Figure 1. Clock network drawn from the DEF.
Bar = 20 um.
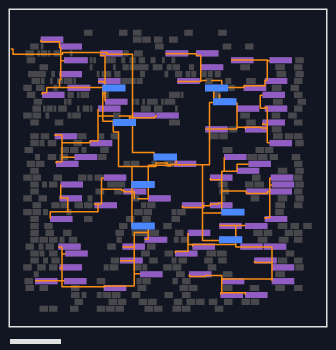
Figure 2. Gate families picked out.
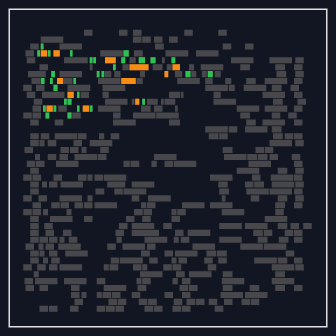
Figure 3. Cell outlines without signal wires.
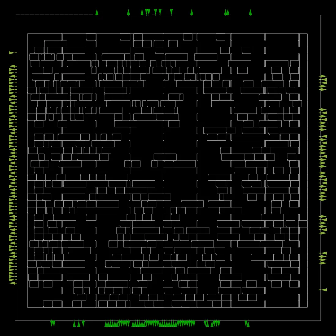
Figure 4. The metal 2 layer.
Cells faint in the background.
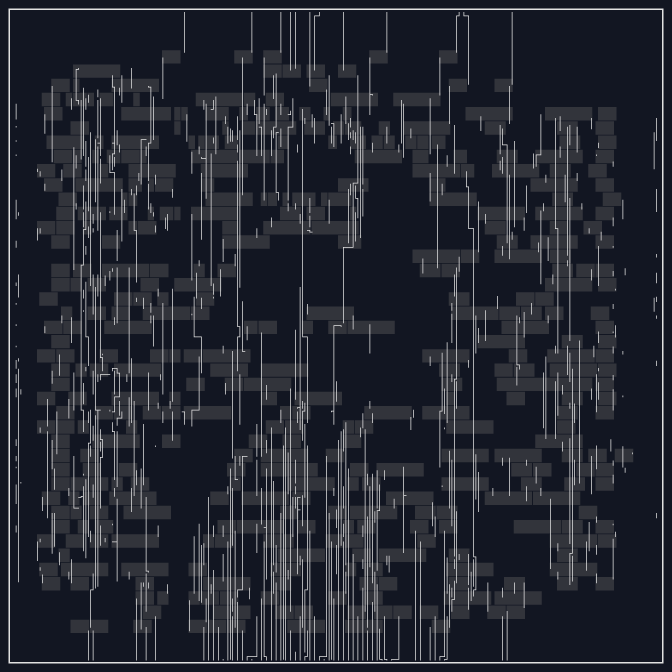
Figure 5. Cell classes on the final placement.
Bar = 20 um.
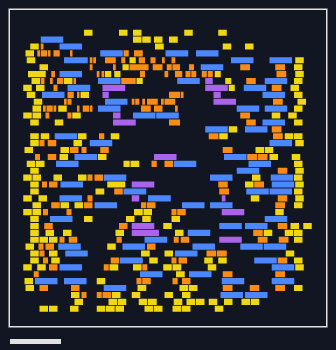
### config.mk
export PLATFORM = sky130hd
export DESIGN_NAME = periph_bus_arbiter
export DESIGN_NICKNAME = d
export VERILOG_FILES = /design/src/rtl/periph_arb_pkg.sv /design/src/rtl/periph_arb_holdoff.sv /design/src/rtl/periph_bus_arbiter.sv
export SDC_FILE = /design/constraint.sdc
export NUM_CORES = 1
export LEC_CHECK = 0
export CAP_MARGIN = 10
export CORE_MARGIN = 5
export CORE_UTILIZATION = 25
export CTS_CLUSTER_SIZE = 25
export DETAILED_ROUTE_END_ITERATION = 10
export PLACE_DENSITY_LB_ADDON = 0.05
export REMOVE_ABC_BUFFERS = 1
export SLEW_MARGIN = 10
export SYNTH_ARGS = -nofsm -noshare
export SYNTH_HDL_FRONTEND = slang
export SYNTH_SLANG_ARGS = --single-unit
### constraint.sdc
create_clock -name clk -period 3.8 [get_ports clk]
set_input_delay 0.95 -clock clk [delete_from_list [all_inputs] [get_ports clk]]
set_output_delay 0.95 -clock clk [all_outputs]
set_load 0.1 [all_outputs]
### src/rtl/periph_arb_pkg.sv
// Shared definitions for the peripheral bus arbiter: FSM state encoding,
// master selector, and the memory-mapped region map of the peripheral bus.
package periph_arb_pkg;

    // Transaction FSM: every non-IDLE state lasts exactly one cycle.
    typedef enum logic [1:0] {
        IDLE  = 2'd0,
        ISSUE = 2'd1,
        WAIT  = 2'd2,
        DONE  = 2'd3
    } arb_state_e;

    // Identifies one of the two bus masters.
    typedef enum logic {
        SEL_M0 = 1'b0,
        SEL_M1 = 1'b1
    } master_e;

    // Decoded peripheral region of an address.
    typedef enum logic [1:0] {
        REGION_OLED  = 2'd0,
        REGION_LED1  = 2'd1,
        REGION_LED2  = 2'd2,
        REGION_OTHER = 2'd3
    } region_e;

    // Region boundaries (inclusive lower bounds; REGION_END is the last mapped address).
    localparam logic [15:0] OLED_LO    = 16'hC000;
    localparam logic [15:0] OLED_HI    = 16'hC443;
    localparam logic [15:0] LED1_LO    = 16'hC444;
    localparam logic [15:0] LED2_LO    = 16'hC888;
    localparam logic [15:0] REGION_END = 16'hCCCB;

    // Map a 16-bit bus address onto the peripheral region it selects.
    function automatic region_e addr_region(input logic [15:0] addr);
        region_e region;
        region = REGION_OTHER;
        if (addr >= OLED_LO && addr <= OLED_HI) begin
            region = REGION_OLED;
        end else if (addr >= LED1_LO && addr < LED2_LO) begin
            region = REGION_LED1;
        end else if (addr >= LED2_LO && addr <= REGION_END) begin
            region = REGION_LED2;
        end
        return region;
    endfunction

endpackage

### src/rtl/periph_arb_holdoff.sv
// OLED write holdoff timer. A load arms the counter with HOLDOFF_CYCLES; it then
// counts down once per cycle and saturates at zero. busy is high while nonzero.
// Only instantiated when PERIPH_ARB_OLED_HOLDOFF_EN is defined.
module periph_arb_holdoff #(
    parameter int HOLDOFF_CYCLES = 4096
) (
    input  logic clk,
    input  logic rst_n,
    input  logic load,
    output logic busy
);

    localparam int CNT_W = $clog2(HOLDOFF_CYCLES + 1);

    logic [CNT_W-1:0] count;

    // Load has priority over the countdown so a back-to-back OLED write re-arms the full spacing.
    always_ff @(posedge clk or negedge rst_n) begin
        if (!rst_n) begin
            count <= '0;
        end else if (load) begin
            count <= CNT_W'(HOLDOFF_CYCLES);
        end else if (count != '0) begin
            count <= count - 1'b1;
        end
    end

    assign busy = (count != '0);

endmodule

### src/rtl/periph_bus_arbiter.sv
// Two-master round-robin arbiter in front of a single-cycle peripheral bus.
// Each granted access runs IDLE -> ISSUE -> WAIT -> DONE, one cycle per state,
// so done follows gnt by exactly three cycles and the bus sustains one access
// every four cycles.
// Optional feature: define PERIPH_ARB_OLED_HOLDOFF_EN to enforce a minimum spacing
// of HOLDOFF_CYCLES between writes into the OLED window (0xC000..0xC443).
module periph_bus_arbiter
    import periph_arb_pkg::*;
#(
    parameter int DATA_WIDTH     = 16,
    parameter int ADDR_WIDTH     = 16,
    parameter int HOLDOFF_CYCLES = 4096
) (
    input  logic                  clk,
    input  logic                  rst_n,
    input  logic                  m0_req,
    input  logic                  m1_req,
    input  logic                  m0_we,
    input  logic                  m1_we,
    input  logic [ADDR_WIDTH-1:0] m0_addr,
    input  logic [ADDR_WIDTH-1:0] m1_addr,
    input  logic [DATA_WIDTH-1:0] m0_wdata,
    input  logic [DATA_WIDTH-1:0] m1_wdata,
    output logic                  m0_gnt,
    output logic                  m1_gnt,
    output logic                  m0_done,
    output logic                  m1_done,
    output logic [DATA_WIDTH-1:0] m0_rdata,
    output logic [DATA_WIDTH-1:0] m1_rdata,
    output logic [DATA_WIDTH-1:0] p_data,
    output logic [ADDR_WIDTH-1:0] p_write_addr,
    output logic [ADDR_WIDTH-1:0] p_read_addr,
    output logic                  p_we,
    output logic                  p_re,
    output logic                  p_en,
    input  logic [DATA_WIDTH-1:0] p_q
);

    arb_state_e state;
    master_e    last_gnt;   // master granted most recently
    master_e    cur_sel;    // master owning the transaction in flight
    logic       cur_we;     // latched direction of the transaction in flight

    logic       m0_elig;
    logic       m1_elig;
    logic       grant_any;
    master_e    grant_sel;

    logic                  sel_we;
    logic [ADDR_WIDTH-1:0] sel_addr;
    logic [DATA_WIDTH-1:0] sel_wdata;

`ifdef PERIPH_ARB_OLED_HOLDOFF_EN
    logic holdoff_busy;
    logic holdoff_load;
    logic m0_oled_wr;
    logic m1_oled_wr;

    // The region map is 16 bits wide; other address widths are resized onto it.
    assign m0_oled_wr = m0_we && (addr_region(16'(m0_addr)) == REGION_OLED);
    assign m1_oled_wr = m1_we && (addr_region(16'(m1_addr)) == REGION_OLED);

    // OLED-window writes sit out the holdoff; everything else stays eligible.
    assign m0_elig = m0_req && !(holdoff_busy && m0_oled_wr);
    assign m1_elig = m1_req && !(holdoff_busy && m1_oled_wr);

    // Arm the holdoff on the grant of an OLED-window write.
    assign holdoff_load = grant_any && ((grant_sel == SEL_M1) ? m1_oled_wr : m0_oled_wr);

    periph_arb_holdoff #(
        .HOLDOFF_CYCLES(HOLDOFF_CYCLES)
    ) u_holdoff (
        .clk  (clk),
        .rst_n(rst_n),
        .load (holdoff_load),
        .busy (holdoff_busy)
    );
`else
    assign m0_elig = m0_req;
    assign m1_elig = m1_req;
`endif

    // Round-robin pick among eligible requesters while the bus is idle.
    always_comb begin
        // NOTE: every output of a combinational block gets a default first, otherwise
        // paths that skip an assignment infer a latch.
        grant_any = 1'b0;
        grant_sel = SEL_M0;
        if (rst_n && state == IDLE) begin
            if (m0_elig && m1_elig) begin
                grant_any = 1'b1;
                grant_sel = (last_gnt == SEL_M1) ? SEL_M0 : SEL_M1;
            end else if (m0_elig) begin
                grant_any = 1'b1;
                grant_sel = SEL_M0;
            end else if (m1_elig) begin
                grant_any = 1'b1;
                grant_sel = SEL_M1;
            end
        end
    end

    // Command of the master being granted, captured into the bus registers at the grant edge.
    always_comb begin
        sel_we    = m0_we;
        sel_addr  = m0_addr;
        sel_wdata = m0_wdata;
        if (grant_sel == SEL_M1) begin
            sel_we    = m1_we;
            sel_addr  = m1_addr;
            sel_wdata = m1_wdata;
        end
    end

    // The grant pulse is issued in the IDLE cycle that accepts the request, so the
    // master can release req at the very next edge; it is gated by reset so it
    // stays low while rst_n is asserted.
    assign m0_gnt = grant_any && (grant_sel == SEL_M0);
    assign m1_gnt = grant_any && (grant_sel == SEL_M1);

    // Transaction FSM with registered bus strobes, done pulses and read-data registers.
    // p_write_addr/p_read_addr/p_data double as the latched command address and data.
    always_ff @(posedge clk or negedge rst_n) begin
        if (!rst_n) begin
            state        <= IDLE;
            last_gnt     <= SEL_M1;
            cur_sel      <= SEL_M0;
            cur_we       <= 1'b0;
            m0_done      <= 1'b0;
            m1_done      <= 1'b0;
            m0_rdata     <= '0;
            m1_rdata     <= '0;
            p_data       <= '0;
            p_write_addr <= '0;
            p_read_addr  <= '0;
            p_we         <= 1'b0;
            p_re         <= 1'b0;
            p_en         <= 1'b0;
        end else begin
            // NOTE: state is updated with non-blocking assignments so every flop
            // samples pre-edge values, independent of statement order.
            m0_done <= 1'b0;
            m1_done <= 1'b0;
            unique case (state)
                IDLE: begin
                    if (grant_any) begin
                        state        <= ISSUE;
                        cur_sel      <= grant_sel;
                        last_gnt     <= grant_sel;
                        cur_we       <= sel_we;
                        p_en         <= 1'b1;
                        p_we         <= sel_we;
                        p_re         <= !sel_we;
                        p_write_addr <= sel_addr;
                        p_read_addr  <= sel_addr;
                        p_data       <= sel_wdata;
                    end
                end
                ISSUE: begin
                    p_en  <= 1'b0;
                    p_we  <= 1'b0;
                    p_re  <= 1'b0;
                    state <= WAIT;
                end
                WAIT: begin
                    if (!cur_we) begin
                        if (cur_sel == SEL_M1) begin
                            m1_rdata <= p_q;
                        end else begin
                            m0_rdata <= p_q;
                        end
                    end
                    if (cur_sel == SEL_M1) begin
                        m1_done <= 1'b1;
                    end else begin
                        m0_done <= 1'b1;
                    end
                    state <= DONE;
                end
                DONE: begin
                    state <= IDLE;
                end
                default: begin
                    state <= IDLE;
                end
            endcase
        end
    end

endmodule

==> deck_impl_summary.md <==
Key Metrics from the Run

Floorplanning
  – Die height: 124.6 um
  – Chip area: 0.01551 mm^2
  – Die Wd: 124.6 um
  – Number of placed I/O pins: 173
  – Tapcells: 172
  – Initial Util: 25.79%
  – Core area: 0.01272 mm^2

Cells and area
  – Final instance area: 0.005363 mm^2
  – Non-Clock Buffer Count: 180
  – Dominant logic cell types in the final layout: clkdlybuf4s50_1, dfrtp_1, and3_1, a221o_1, nand2_1
  – Share of cells above drive strength 1: 11.99%
  – Syn-to-layout area delta: 63.46%
  – Layout Nets: 502
  – N_diodes: 0
  – Non-clock buffering overhead: 33.55%
  – Largest cell class: registers
  – Area of the multi-input gates: 0.001177 mm^2

Worst setup path
  – Cells along the critical path: clkdlybuf4s50_1, and3_1, nand2_1, inv_2, buf_12
  – Levels on crit path: 5
  – CP endpoint kind: primary output
  – Critical path buffers and inverters: 3
  – Critical path peak fanout: 7
  – Reg-to-reg endpoint: m1_rdata[1]
  – Worst reg2reg path depth: 5
  – Crit path from: m1_req
  – Max stage delay cell, worst path: clkdlybuf4s50_1
  – Worst flop-to-flop path startpoint: state[0]
  – Largest delay share family, worst path: buffers and inverters
  – End of the critical path: m1_gnt

Min path
  – Worst hold path stage count: 2
  – Worst Hold End: last_gnt
  – HP Class: reg -> reg

Global routing
  – Global-route track usage on met1: 17.33%
  – Overflow after GRT: 0
  – Vias in the first global route: 2844
  – Grt met3 use: 6.346%
  – Grt met2 use: 19.53%
  – First-pass GRT wire length: 16440 um
  – Largest net degree at the start of global routing: 76
  – Total track usage: 13.36%
  – Most Used Layer, Global Route: met2

Logic synthesis
  – Yosys reg bits: 74
  – Yosys warns: 0
  – Synth cell types: 30
  – Synth Seq Share: 56.48%
  – XORs/XNORs by Area: 0%
  – Largest area contributor in the netlist: dfrtp_1
  – Syn Area/Cell: 12.92 um^2
  – Mux area share: 11.63%
  – Synthesis area per yosys: 0.003281 mm^2
  – Adders+Majority by Area: 1.526%
  – Ys flop type: dfrtp_1
  – Top cells by count, synth: dfrtp_1, and3_1, a221o_1
  – Most common cell in the netlist: dfrtp_1
  – Syn Inst Count: 254

Run status
  – Outcome: finished, final reports clean

Clock network
  – Hold-fix buffers, CTS: 0
  – Clock transition at the registers of the reported paths: 60 ps
  – CTS Sinks: 74
  – CTS resizes: 0
  – Clk_lat worst skew: 330 ps
  – TritonCTS clock tree: yes
  – Clk buf depth: 2
  – H-Tree Depth: 3
  – Post-CTS Setup Bufs: 0

Timing
  – RSZ-0062 raised after global routing: no
  – Hold Violations, Final: 0
  – Cycle use final: 87.10%
  – Rel. slew slack: 31.08%
  – Slew Viols, Final: 0
  – F_max: 302.1 MHz
  – Setup violators final: 0
  – Clock Skew: 8.719 ps

Drt
  – Via count: 2608
  – Via density: 4.428
  – Initial DRC Count: 156
  – ANT nets after route: 0

Placed design
  – DP Worst Slack: 507.7 ps
  – I/O Buffers: 172

Flow run
  – Tool warnings: 28
-- Figure 1 (at the start) --
legend:
  flip-flops:
    color: purple
    count: 74
  clock wires:
    color: orange
    length: 1040 um
  clock drivers:
    color: blue
    count: 9
flops lie: widely spread
routed clock nets: 10

-- Figure 2 (at the start) --
legend:
  inverting AOI/OAI gates:
    color: orange
    cells: 12
  NAND gates:
    color: green
    cells: 31
    where: north-west
highest-count logic cell in the final layout: clkdlybuf4s50_1
Finished Layout Cells: 589
logic share of the area: 21.96%

-- Figure 3 (at the start) --
Core Util, Final: 42.15%
fill cell count: 1301

-- Figure 4 (at the start) --
nets with wire on the layer: 431
main direction: vertical

-- Figure 5 (at the start) --
legend:
  clock drivers and dummy loads:
    color: purple
    cells: 16
  combinational and other logic:
    color: orange
    cells: 147
  other buffers and delay cells:
    color: yellow
    cells: 180
  flops:
    color: blue
    cells: 74

